===== src/rtl/mem_arbiter_m1_pkg.sv =====
// Shared types for the two-port memory arbiter: request record, mode codes, FSM states.
package m1_mem_pkg;

  typedef struct packed {
    logic [15:0] data;
    logic [14:0] address;
    logic [1:0]  mask;
    logic [1:0]  fnc_type;
    logic [1:0]  mode;
    logic [3:0]  wb_dest;
  } mem_req_t;

  localparam mem_req_t   MEM_REQ_ZERO   = 41'd0;
  localparam logic [1:0] MODE_READ      = 2'd0;
  localparam logic [1:0] MODE_WRITE     = 2'd1;
  localparam logic [1:0] MODE_FENCE     = 2'd2;
  localparam logic [1:0] MODE_FENCE_ALT = 2'd3;

  typedef enum logic [1:0] {
    ARB         = 2'd0,
    FENCE_DRAIN = 2'd1,
    FENCE_WAIT  = 2'd2
  } arb_state_t;

  function automatic logic is_fence(input logic [1:0] mode);
    return (mode == MODE_FENCE) || (mode == MODE_FENCE_ALT);
  endfunction

endpackage


===== src/rtl/mem_arbiter_m1_req_fifo.sv =====
// Two-entry request FIFO; a write that coincides with a pop is accepted even when full.
module req_fifo_m1
  import m1_mem_pkg::*;
(
  input  logic       clk,
  input  logic       rst_n,
  input  logic       clk_en,
  input  logic       wr_en,
  input  mem_req_t   wr_data,
  input  logic       rd_en,
  output mem_req_t   head,
  output logic [1:0] count,
  output logic       overflow
);

  mem_req_t   mem_r [2];
  logic       wr_ptr_r;
  logic       rd_ptr_r;
  logic [1:0] count_r;
  logic       full_s;
  logic       do_rd_s;
  logic       do_wr_s;

  assign full_s   = (count_r == 2'd2);
  assign do_rd_s  = clk_en && rd_en && (count_r != 2'd0);
  assign do_wr_s  = clk_en && wr_en && (!full_s || do_rd_s);
  assign overflow = clk_en && wr_en && full_s && !do_rd_s;
  assign head     = mem_r[rd_ptr_r];
  assign count    = count_r;

  always_ff @(posedge clk or negedge rst_n) begin
    if (!rst_n) begin
      mem_r[0] <= MEM_REQ_ZERO;
      mem_r[1] <= MEM_REQ_ZERO;
      wr_ptr_r <= 1'b0;
      rd_ptr_r <= 1'b0;
      count_r  <= 2'd0;
    end else begin
      if (do_wr_s) begin
        mem_r[wr_ptr_r] <= wr_data;
        wr_ptr_r        <= ~wr_ptr_r;
      end
      if (do_rd_s) begin
        rd_ptr_r <= ~rd_ptr_r;
      end
      case ({do_wr_s, do_rd_s})
        2'b10:   count_r <= count_r + 2'd1;
        2'b01:   count_r <= count_r - 2'd1;
        default: count_r <= count_r;
      endcase
    end
  end

endmodule


===== src/rtl/mem_arbiter_m1.sv =====
// Two-port round-robin memory arbiter with fence ordering and in-order read response routing.
module mem_arbiter_m1
  import m1_mem_pkg::*;
#(
  parameter int RSP_DEPTH = 4
) (
  input  logic        clk,
  input  logic        rst_n,
  input  logic        clk_en,
  input  logic        p0_enable,
  input  logic        p1_enable,
  input  mem_req_t    p0_req,
  input  mem_req_t    p1_req,
  output logic        p0_available,
  output logic        p1_available,
  input  logic        p0_input_ready,
  input  logic        p1_input_ready,
  output logic        p0_read_ack,
  output logic        p1_read_ack,
  output logic [15:0] rsp_data,
  output logic [3:0]  rsp_wb_dest,
  output mem_req_t    mem_req,
  output logic        mem_enable,
  input  logic        mem_available,
  input  logic        mem_idle,
  input  logic        mem_read_ack,
  input  logic [15:0] mem_data_in,
  input  logic [3:0]  mem_wb_dest_in,
  output logic        mem_input_ready,
  output logic        arb_idle,
  output logic        err
);

  localparam int              RSP_AW   = $clog2(RSP_DEPTH);
  localparam logic [RSP_AW:0] RSP_FULL = (RSP_AW + 1)'(RSP_DEPTH);
  localparam logic [RSP_AW:0] RSP_ZERO = (RSP_AW + 1)'(0);

  mem_req_t   head0_s, head1_s, grant_head_s;
  logic [1:0] cnt0_s, cnt1_s;
  logic       ovf0_s, ovf1_s, pop0_s, pop1_s;

  arb_state_t state_r, state_nxt_s;
  logic       prio_r, fence_port_r;
  logic [1:0] wait_cnt_r;
  logic       cand0_s, cand1_s, win_port_s, win_valid_s, win_fence_s;
  logic       grant_s, grant_port_s, enter_fence_s, fence_grant_s;

  logic              rsp_mem_r [RSP_DEPTH];
  logic [RSP_AW-1:0] rsp_wr_ptr_r, rsp_rd_ptr_r;
  logic [RSP_AW:0]   rsp_cnt_r;
  logic              rsp_empty_s, rsp_full_s, rsp_head_s, rsp_push_s, ack_ok_s, ack_err_s;

  req_fifo_m1 u_fifo0 (
    .clk(clk), .rst_n(rst_n), .clk_en(clk_en), .wr_en(p0_enable), .wr_data(p0_req),
    .rd_en(pop0_s), .head(head0_s), .count(cnt0_s), .overflow(ovf0_s)
  );

  req_fifo_m1 u_fifo1 (
    .clk(clk), .rst_n(rst_n), .clk_en(clk_en), .wr_en(p1_enable), .wr_data(p1_req),
    .rd_en(pop1_s), .head(head1_s), .count(cnt1_s), .overflow(ovf1_s)
  );

  assign p0_available = (cnt0_s + {1'b0, p0_enable}) < 2'd2;
  assign p1_available = (cnt1_s + {1'b0, p1_enable}) < 2'd2;

  assign rsp_empty_s = (rsp_cnt_r == RSP_ZERO);
  assign rsp_full_s  = (rsp_cnt_r == RSP_FULL);
  assign rsp_head_s  = rsp_mem_r[rsp_rd_ptr_r];

  // Fences stay candidates so that winning the round-robin can start the drain.
  assign cand0_s     = (cnt0_s != 2'd0) && !((head0_s.mode == MODE_READ) && rsp_full_s);
  assign cand1_s     = (cnt1_s != 2'd0) && !((head1_s.mode == MODE_READ) && rsp_full_s);
  assign win_valid_s = cand0_s || cand1_s;
  assign win_port_s  = prio_r ? cand1_s : !cand0_s;
  assign win_fence_s = win_port_s ? is_fence(head1_s.mode) : is_fence(head0_s.mode);

  always_comb begin
    state_nxt_s   = state_r;
    grant_s       = 1'b0;
    grant_port_s  = 1'b0;
    enter_fence_s = 1'b0;
    fence_grant_s = 1'b0;
    case (state_r)
      ARB: begin
        if (mem_available && win_valid_s) begin
          if (win_fence_s) begin
            enter_fence_s = 1'b1;
            state_nxt_s   = FENCE_DRAIN;
          end else begin
            grant_s      = 1'b1;
            grant_port_s = win_port_s;
          end
        end else begin
          state_nxt_s = ARB;
        end
      end
      FENCE_DRAIN: begin
        if (rsp_empty_s && !mem_enable && mem_idle && mem_available) begin
          grant_s       = 1'b1;
          grant_port_s  = fence_port_r;
          fence_grant_s = 1'b1;
          state_nxt_s   = FENCE_WAIT;
        end else begin
          state_nxt_s = FENCE_DRAIN;
        end
      end
      FENCE_WAIT: begin
        if ((wait_cnt_r == 2'd2) && mem_idle) begin
          state_nxt_s = ARB;
        end else begin
          state_nxt_s = FENCE_WAIT;
        end
      end
      default: state_nxt_s = ARB;
    endcase
  end

  assign grant_head_s = grant_port_s ? head1_s : head0_s;
  assign pop0_s       = grant_s && !grant_port_s;
  assign pop1_s       = grant_s && grant_port_s;
  assign rsp_push_s   = clk_en && grant_s && (grant_head_s.mode == MODE_READ);
  assign ack_ok_s     = clk_en && mem_read_ack && !rsp_empty_s;
  assign ack_err_s    = clk_en && mem_read_ack && rsp_empty_s;

  assign p0_read_ack     = ack_ok_s && !rsp_head_s;
  assign p1_read_ack     = ack_ok_s && rsp_head_s;
  assign rsp_data        = mem_data_in;
  assign rsp_wb_dest     = mem_wb_dest_in;
  assign mem_input_ready = rsp_empty_s ? 1'b1 : (rsp_head_s ? p1_input_ready : p0_input_ready);
  assign arb_idle        = (cnt0_s == 2'd0) && (cnt1_s == 2'd0) && rsp_empty_s &&
                           !mem_enable && (state_r == ARB) && mem_idle;

  // wait_cnt_r counts cycles since the fence grant, saturating at 2.
  always_ff @(posedge clk or negedge rst_n) begin
    if (!rst_n) begin
      state_r      <= ARB;
      prio_r       <= 1'b0;
      fence_port_r <= 1'b0;
      wait_cnt_r   <= 2'd0;
    end else if (clk_en) begin
      state_r <= state_nxt_s;
      if (grant_s) begin
        prio_r <= ~grant_port_s;
      end
      if (enter_fence_s) begin
        fence_port_r <= win_port_s;
      end
      if (fence_grant_s) begin
        wait_cnt_r <= 2'd1;
      end else if ((state_r == FENCE_WAIT) && (wait_cnt_r != 2'd2)) begin
        wait_cnt_r <= wait_cnt_r + 2'd1;
      end
    end
  end

  always_ff @(posedge clk or negedge rst_n) begin
    if (!rst_n) begin
      mem_req    <= MEM_REQ_ZERO;
      mem_enable <= 1'b0;
      err        <= 1'b0;
    end else if (clk_en) begin
      mem_enable <= grant_s;
      if (grant_s) begin
        mem_req <= grant_head_s;
      end
      if (ovf0_s || ovf1_s || ack_err_s) begin
        err <= 1'b1;
      end
    end
  end

  always_ff @(posedge clk or negedge rst_n) begin
    if (!rst_n) begin
      for (int i = 0; i < RSP_DEPTH; i++) begin
        rsp_mem_r[i] <= 1'b0;
      end
      rsp_wr_ptr_r <= {RSP_AW{1'b0}};
      rsp_rd_ptr_r <= {RSP_AW{1'b0}};
      rsp_cnt_r    <= RSP_ZERO;
    end else begin
      if (rsp_push_s) begin
        rsp_mem_r[rsp_wr_ptr_r] <= grant_port_s;
        rsp_wr_ptr_r            <= rsp_wr_ptr_r + 1'b1;
      end
      if (ack_ok_s) begin
        rsp_rd_ptr_r <= rsp_rd_ptr_r + 1'b1;
      end
      case ({rsp_push_s, ack_ok_s})
        2'b10:   rsp_cnt_r <= rsp_cnt_r + 1'b1;
        2'b01:   rsp_cnt_r <= rsp_cnt_r - 1'b1;
        default: rsp_cnt_r <= rsp_cnt_r;
      endcase
    end
  end

endmodule


===== config.mk =====
export PLATFORM = sky130hd
export DESIGN_NAME = mem_arbiter_m1
export DESIGN_NICKNAME = d
export VERILOG_FILES = /design/src/rtl/mem_arbiter_m1_pkg.sv /design/src/rtl/mem_arbiter_m1_req_fifo.sv /design/src/rtl/mem_arbiter_m1.sv
export SDC_FILE = /design/constraint.sdc
export NUM_CORES = 1
export LEC_CHECK = 0
export CORE_MARGIN = 3
export CORE_UTILIZATION = 49
export DETAILED_ROUTE_END_ITERATION = 10
export GPL_TIMING_DRIVEN = 0
export HOLD_SLACK_MARGIN = 0.05
export PLACE_DENSITY = 0.77
export SYNTH_ARGS = -nofsm -noshare
export SYNTH_HDL_FRONTEND = slang
export SYNTH_HIERARCHICAL = 1
export SYNTH_SLANG_ARGS = --single-unit

===== constraint.sdc =====
create_clock -name clk -period 3.4 [get_ports clk]
set_input_delay 0.34 -clock clk [delete_from_list [all_inputs] [get_ports clk]]
set_output_delay 0.34 -clock clk [all_outputs]
set_load 0.02 [all_outputs]

==> writeup.txt, run 1 <==
The finished layout holds 1311 standard cells, fillers aside. The critical path startpoint category was a flip-flop. In the synthesized netlist, the dominant kind of combinational cell is multiplexers. In the layout the commonest cells are sky130_fd_sc_hd__mux2_2 (239), sky130_fd_sc_hd__dfrtp_1 (230), sky130_fd_sc_hd__clkdlybuf4s50_1 (159). The analysis attributes to cell leakage a power of 5.91 nW. The complex-gate fraction of the synthesized area was 0.0616.

In this run the register-to-register setup slack is 0.12 ns. With the worst ir drop on vdd at 0.000471 V, the area fraction of clock buffers and clock inverters is 0.0539. The repair_antennas step left the layout with diodes totalling 0. The count of H-tree levels built during CTS was 1; the met2 layer usage reported by global route was 0.358. The OpenROAD warning count was 29.

The run gives 0 for the number of flops mapped to enable cells by yosys. For the cts-stage hold buffer count, the log shows 1. Wire segments on met3 add up to 1.41 mm in the final route. TritonCTS built the clock tree. The final weighted congestion recorded by global placement is 0.807. Once detailed placement completed, the half-perimeter wirelength came to 18.0 mm. The tools report the start point of the critical path as u_fifo1/rd_ptr_r. The run gives 0.300 for the area fraction in mux cells.

In the final routed layout, each cell accounts on average for 20.5 um. After layout, the design draws a total of 14.1 mW. The wire length on met2 came out at 13.0 mm.

The detailed placer reported the number of placed instances as 1249. The timing report gives the biggest stage delay along the critical path as 0.57 ns. The period utilization works out to 0.966. For the total placed instance area, the log shows 13000 um^2.

Among the stages of the critical path, the cell type that occurs most often is sky130_fd_sc_hd__buf_4. The number of buffers inserted to repair setup after CTS is 6, and the sum of negative setup slack is 0 ns. Dividing the detail-routed via count by the number of cells gives 5.56. With the fraction of the mapped netlist area in simple logic gates at 0.0370, the post-placement worst setup slack is -0.570 ns.

The startpoint identified for the worst register-to-register timing path is u_fifo1/rd_ptr_r. For the sequential group, total power comes out at 5.01 mW. The run gives 0 as the total count of max-transition violations in the final report. After layout, the inverter instance count without clock inverters stands at 10. There are 232 flip-flops and latches. The maximum achievable frequency was 0.304 GHz. The chip area in the Yosys report is 11000 um^2, and the switching power of the nets is 4.82 mW. The fraction of synthesized cell area in xor and xnor cells came out at 0.0143. With the net count after synthesis at 928, the count of port buffers added during placement is 160. Looking at the max-slew report, the worst-margin pin has a slew of 0.713 ns. The global routing usage on met3 came out at 0.0422. Per the TritonCTS log, the buffer count is 24.

The post-layout net count was 1138. The count of nets left with antenna violations once routing finished came out at 0. The routed wirelength on the met1 layer is recorded as 11.9 mm. The logs give 0.356 for the power share of the sequential group and 24300 um^2 for the die footprint.

The group with the largest share of power was combinational logic. The area of the core came out at 22000 um^2. In the routed design, unresolved DRC markers number 0. The global routing stage identified its most utilized layer as met2. The flow ran to the end, and the final reports show no timing, DRC or antenna violations.

In the Yosys report the total cell count is 807. Combinational group share of total power: 0.461. Combinational cells consume a total of 6.49 mW. The floorplan row count is 54, and the global-route congestion overflow total is 0. The critical path data required time was 3.79 ns.

For the number of well-tap cells placed, the log shows 280. The largest registers in the layout are u_fifo0/mem_r x82, u_fifo1/mem_r x82, mem_req x41. The post-cts sizing count was 18. The number of clock sinks was 232. The run gives 26.9 mm for the routed wire length. The root buffer cell is sky130_fd_sc_hd__clkbuf_16.

The netlist uses 49 different library cells. The number of global-route vias before repair was 7550. The top layer reached by signal wires is met5. On the reported timing paths, the clock transition at the registers reads 0.06 ns.

In this run the cell area of the synthesized design comes to 11000 um^2. For reference, the most critical setup path is categorized as flip-flop to flip-flop. The register fraction of the total cell area was 0.409.

The report lists the cells along the critical path as buf_12 -> mux2_4 -> or4_4 -> o21ai_4 -> buf_4 -> nor2b_4 -> nor3b_4 -> nor3_4 -> buf_4 -> buf_6 -> mux2_1. Synthesis handed over a netlist of 807 instances. The Yosys step of the flow raised 6 warnings.

The worst reg-to-reg path cell count came out at 11. Leading register cell type out of synthesis: sky130_fd_sc_hd__dfrtp_1. A synthesized cell averages 13.6 um^2.

The tightest min-delay check is of the input port to async pin type.
run 1: synth_stat cells, types with 2 or more instances:
cell type	count	area, um^2
sky130_fd_sc_hd__mux2_2	242	2730
sky130_fd_sc_hd__dfrtp_1	232	5810
sky130_fd_sc_hd__a21oi_1	47	235
sky130_fd_sc_hd__mux2i_1	43	430
sky130_fd_sc_hd__a31oi_1	41	257
sky130_fd_sc_hd__buf_4	29	218
sky130_fd_sc_hd__buf_2	18	90.1
sky130_fd_sc_hd__nor2_1	13	48.8
sky130_fd_sc_hd__clkbuf_1	11	41.3
sky130_fd_sc_hd__mux2_1	11	124
sky130_fd_sc_hd__xnor2_1	11	96.3
sky130_fd_sc_hd__inv_1	10	37.5
sky130_fd_sc_hd__nand2_1	10	37.5
sky130_fd_sc_hd__o21ai_0	10	50.1
sky130_fd_sc_hd__buf_6	9	101
sky130_fd_sc_hd__ha_1	8	100
sky130_fd_sc_hd__xor2_1	7	61.3
sky130_fd_sc_hd__nand4_1	6	37.5
sky130_fd_sc_hd__a21o_1	4	30.0
sky130_fd_sc_hd__nor3b_4	4	75.1
sky130_fd_sc_hd__buf_8	3	45.0
sky130_fd_sc_hd__nand3_1	3	15.0
sky130_fd_sc_hd__nor2b_1	3	18.8
sky130_fd_sc_hd__nor3b_1	3	22.5
sky130_fd_sc_hd__or2_2	3	18.8
sky130_fd_sc_hd__nor3_2	2	20.0
sky130_fd_sc_hd__o211a_1	2	20.0
run 1: critical path, delay by kind of cell, from the launching register on:
family,cells,cell delay (ns)
compound gates,1,0.22
buf+inv,4,0.76
flops,1,0.44
mux,2,0.67
simple gates,4,1.07
run_1/clock_map.png
(2 px per um)
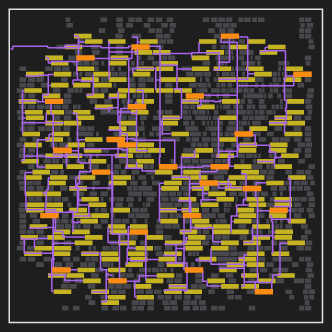
[purple] clock wires | length: 2820 um
[yellow] flip-flops | count: 232
[orange] cells driving clock nets | count: 24
routed clock nets: 25
power share of the clock group: 0.182
clock latency at the later pin of the worst-skew pair: 0.52 ns
power consumed by the clock network: 2.56 mW
final worst clock skew: 0.00987 ns

run_1/met1.png
(2 px per um) Supply wires on this layer in grey.
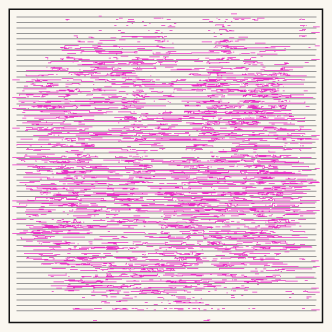
share of all routed wire: 44%
longest straight run: 54.7 um
main direction: horizontal
wire length on this layer: 11900 um

run_1/density.png
(2 px per um) 16 x 16 tiles, from white (low) to dark blue (high), 0 to 100% covered.
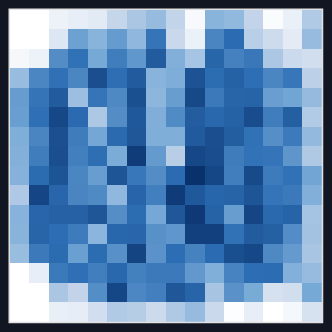
mean over tiles: 57%
tiles over 75% full: 31%
nearly empty tiles: 4.3%
FP Core Util: 0.501
share of the core filled with cells in the final layout: 0.646

run_1/met3.png
(3 px per um)
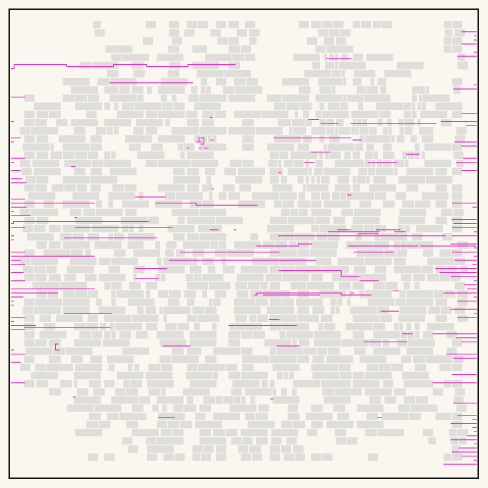
share of all routed wire: 5.2%
main direction: horizontal
nets with wire on the layer: 131
longest straight run: 55.7 um
wire length on this layer: 1410 um

==> run 1 -> run 2 <==
--- a/config.mk
+++ b/config.mk
@@ -5,6 +5,7 @@
 export SDC_FILE = /design/constraint.sdc
 export NUM_CORES = 1
 export LEC_CHECK = 0
+export CAP_MARGIN = 5
 export CORE_MARGIN = 3
 export CORE_UTILIZATION = 49
 export DETAILED_ROUTE_END_ITERATION = 10
@@ -15,3 +16,4 @@
 export SYNTH_HDL_FRONTEND = slang
 export SYNTH_HIERARCHICAL = 1
 export SYNTH_SLANG_ARGS = --single-unit
+export TNS_END_PERCENT = 100
run_2/clock_map.png
(2 px per um)
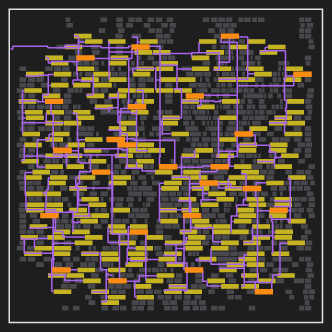
[yellow] flip-flops | count: 232
[orange] cells driving clock nets | count: 24
[purple] clock wires | length: 2820 um
routed clock nets: 25

run_2/final_clocks.png
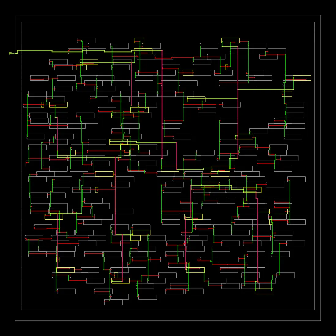
Inserted Clock Buffers: 24
TritonCTS sink count: 232

==> run 2 against run 1 <==
- combinational power is essentially flat
- worst setup slack did not move
- die size stayed put
- non-clock buffer count is the same
- sequential share of layout area did not move
- critical endpoint unchanged
==> writeup.txt, run 2 <==
For the total count of max-transition violations in the final report, the log shows 0 (unchanged). In this run the most used layer during global routing was met2. The timing report shows the most common cell along the critical path to be sky130_fd_sc_hd__buf_4. For the maximum number of pins on one net before global-route repair, the log shows 85.

For the buffer levels on the longest clock path, the log shows 3. The most critical setup path has its endpoint at u_fifo0/mem_r[48]. The met1 demand-to-capacity share in global routing was 0.301; the number of global-route vias before repair was 7550 (unchanged). The global routing usage on met3 was 0.0422 (unchanged). The tools report the floorplan row count as 54 (unchanged). The post-layout utilization of the core was 0.646 (unchanged); the placer congestion estimate was 0.807 (unchanged). With the number of vias per cell after detailed routing at 5.56 (unchanged), the met1 wire length is 11.9 mm (unchanged). The critical path is of the flip-flop to flip-flop type. With the total placed instance area at 13000 um^2 (unchanged), the longest individual stage delay on the worst path is 0.57 ns (about the same). Measured along the x axis, the die boundary spans 156 um. By count the netlist is led by sky130_fd_sc_hd__mux2_2 (242), sky130_fd_sc_hd__dfrtp_1 (232), sky130_fd_sc_hd__a21oi_1 (47).

The biggest area contributor in the post-synthesis netlist is sky130_fd_sc_hd__dfrtp_1. Listed in order, past its start point the critical path passes buf_12 -> mux2_4 -> or4_4 -> o21ai_4 -> buf_4 -> nor2b_4 -> nor3b_4 -> nor3_4 -> buf_4 -> buf_6 -> mux2_1. Per the finish-stage timing summary, setup violations number 0. The mean instance size in the synthesized netlist was 13.6 um^2 (unchanged). The transition time at the pin with the least slew margin came out at 0.713 ns (unchanged). For the sum of negative setup slack, the log shows 0 ns (unchanged). The final worst clock skew was 0.00987 ns (unchanged). The post-layout net count came out at 1138 (unchanged). The count of H-tree levels built during CTS is 1 (unchanged).

For the worst reg-to-reg path, the endpoint reported by OpenROAD is u_fifo0/mem_r[48]. The run gives 807 (unchanged) as the cell count in the Yosys report. The run gives 0.52 ns (about the same) for the insertion delay of the later-clocked pin in the worst-skew pair. The post-synthesis instance total was 807 (unchanged).

With the number of standard cells in the layout, taps in and fillers out at 1311 (unchanged), the chip area in the Yosys report is 11000 um^2 (unchanged). The number of cells in the design after placement is 1249 (unchanged). The number of flops mapped to enable cells by yosys is 0 (unchanged), and the global-route usage over all layers is 0.217. Origin of the critical flop-to-flop path: u_fifo1/rd_ptr_r. The worst ir drop on vdd was 0.000471 V (unchanged). The flow ran to the end, and the final reports show no timing, DRC or antenna violations. The largest registers in the layout are u_fifo0/mem_r x82, u_fifo1/mem_r x82, mem_req x41. The run gives 22000 um^2 (unchanged) for the area of the core.

The most common cell in the synthesized netlist was sky130_fd_sc_hd__mux2_2. The run gives 0.304 GHz (unchanged) for the maximum achievable frequency. With the OpenROAD warning count at 29 (unchanged), the worst setup slack for register-to-register paths is 0.12 ns (about the same). The logs give 0 (unchanged) for the count of antenna-violating nets left after detailed routing and 6 (unchanged) for the tally of yosys warning messages. The main area contributors are sky130_fd_sc_hd__dfrtp_1 (53%), sky130_fd_sc_hd__mux2_2 (25%), sky130_fd_sc_hd__mux2i_1 (3.9%). The run gives 13.0 mm (unchanged) for the wire length on met2. The die footprint came out at 24300 um^2 (unchanged). The net count after synthesis came out at 928 (unchanged). The detailed placement HPWL is 18.0 mm (unchanged).

TritonCTS built the clock tree. The met2 layer usage reported by global route is 0.358 (unchanged), and the routed wire length is 26.9 mm (unchanged). The run gives 0.966 (unchanged) for the period utilization.

The run gives 160 (unchanged) for the count of port buffers added during placement. The largest fanout of any net on the critical path works out to 11. The top layer reached by signal wires was met5. For the post-synth design cell area, the log shows 11000 um^2 (unchanged). Among cell families on the critical path, the largest total delay comes from simple AND/OR/NAND/NOR gates. The average wire per cell in the routed design is 20.5 um (unchanged). The run gives 0.501 (unchanged) for the floorplan utilization.

With the number of cells on the critical path at 11 (unchanged), the final antenna diode count is 0 (unchanged). The start point of the critical path is u_fifo1/rd_ptr_r. The post-placement worst setup slack is -0.570 ns (unchanged). The floorplan report gives the top-level pin count as 181.

The static leakage power is 5.91 nW (unchanged). The residual DRC count is 0 (unchanged). The fraction of registers with async set or reset after synthesis is 1.00. The worst reg-to-reg path cell count works out to 11 (unchanged). Leading register cell type out of synthesis: sky130_fd_sc_hd__dfrtp_1. The tools report the critical path startpoint category as a flip-flop.

The class of the tightest hold or removal check was input port to async pin. The global-route congestion overflow total was 0 (unchanged); the clock-pin slew on the worst setup and hold paths was 0.06 ns (about the same). The area fraction of the dominant cell type after synthesis works out to 0.528 (unchanged). In the layout the commonest cells are sky130_fd_sc_hd__mux2_2 (239), sky130_fd_sc_hd__dfrtp_1 (230), sky130_fd_sc_hd__clkdlybuf4s50_1 (159).

The worst setup path is captured at a flip-flop. The critical path data required time was 3.79 ns (about the same). The met3 wire length is 1.41 mm (unchanged), and the number of different library cells in the post-synthesis netlist is 49 (unchanged).

The root buffer cell is sky130_fd_sc_hd__clkbuf_16. The sum of buffers and inverters on the critical path is 4 (unchanged). Leaving out fill and tap cells, the most frequent cell in the layout is sky130_fd_sc_hd__mux2_2.

The run gives 14.1 mW (unchanged) as the total power after layout.
==> run 2: cell counts after synthesis <==
Identical to the previous run, type by type.
==> run 2: report_power, final <==
part / leakage (nW) / internal (mW) / switching, mW
Combinational: 2.81 / 3.56 / 2.92
Sequential: 2.73 / 4.16 / 0.849
Clock: 0.373 / 1.52 / 1.04
Total: 5.91 / 9.25 / 4.82
==> run 2: layout make-up <==
| type | count | area [um^2] |
|---|---|---|
| Fill cell | 1633 | 7770 |
| Sequential cell | 232 | 5810 |
| Multi-Input combinational cell | 495 | 4740 |
| Timing Repair Buffer | 188 | 1930 |
| Clock buffer | 36 | 717 |
| Buffer | 66 | 558 |
| Tap cell | 280 | 350 |
| Clock inverter | 4 | 47.5 |
| Inverter | 10 | 37.5 |
==> run 2: timing repair <==
action                     4_1_cts  5_1_grt
hold buffers                     1        0
setup buffers                    6       16
resized                         18       16
gates cloned                     0        3
pin swaps                        4        9
hold endpoints to repair        68        0
setup endpoints to repair      168      124
==> run 2: cells by family (layout without fill, tap and decap cells) <==
family          Yosys count  in the layout  share of synthesized area
buf+inv                  80            304                     0.0484
xor+xnor                 18             18                     0.0143
fa+ha+maj                 9              9                     0.0109
flops                   232            232                      0.528
mux                     297            297                      0.300
simple gates             60             60                     0.0370
compound gates          111            111                     0.0616
==> run 2: how the worst min path moves through the flow <==
stage	start	endpoint	slack, ns	cells after the start
after floorplan	rst_n	err	0.04	0
after global placement	err	err	0.44	1
after detailed placement	rst_n	u_fifo1/mem_r[81]	0.33	1
after CTS	rst_n	u_fifo1/mem_r[40]	0.40	2
after global routing	rst_n	u_fifo1/mem_r[40]	0.43	2
final	rst_n	u_fifo1/mem_r[40]	0.37	2
No activity file was given, so power comes from the tool's default toggle rates.
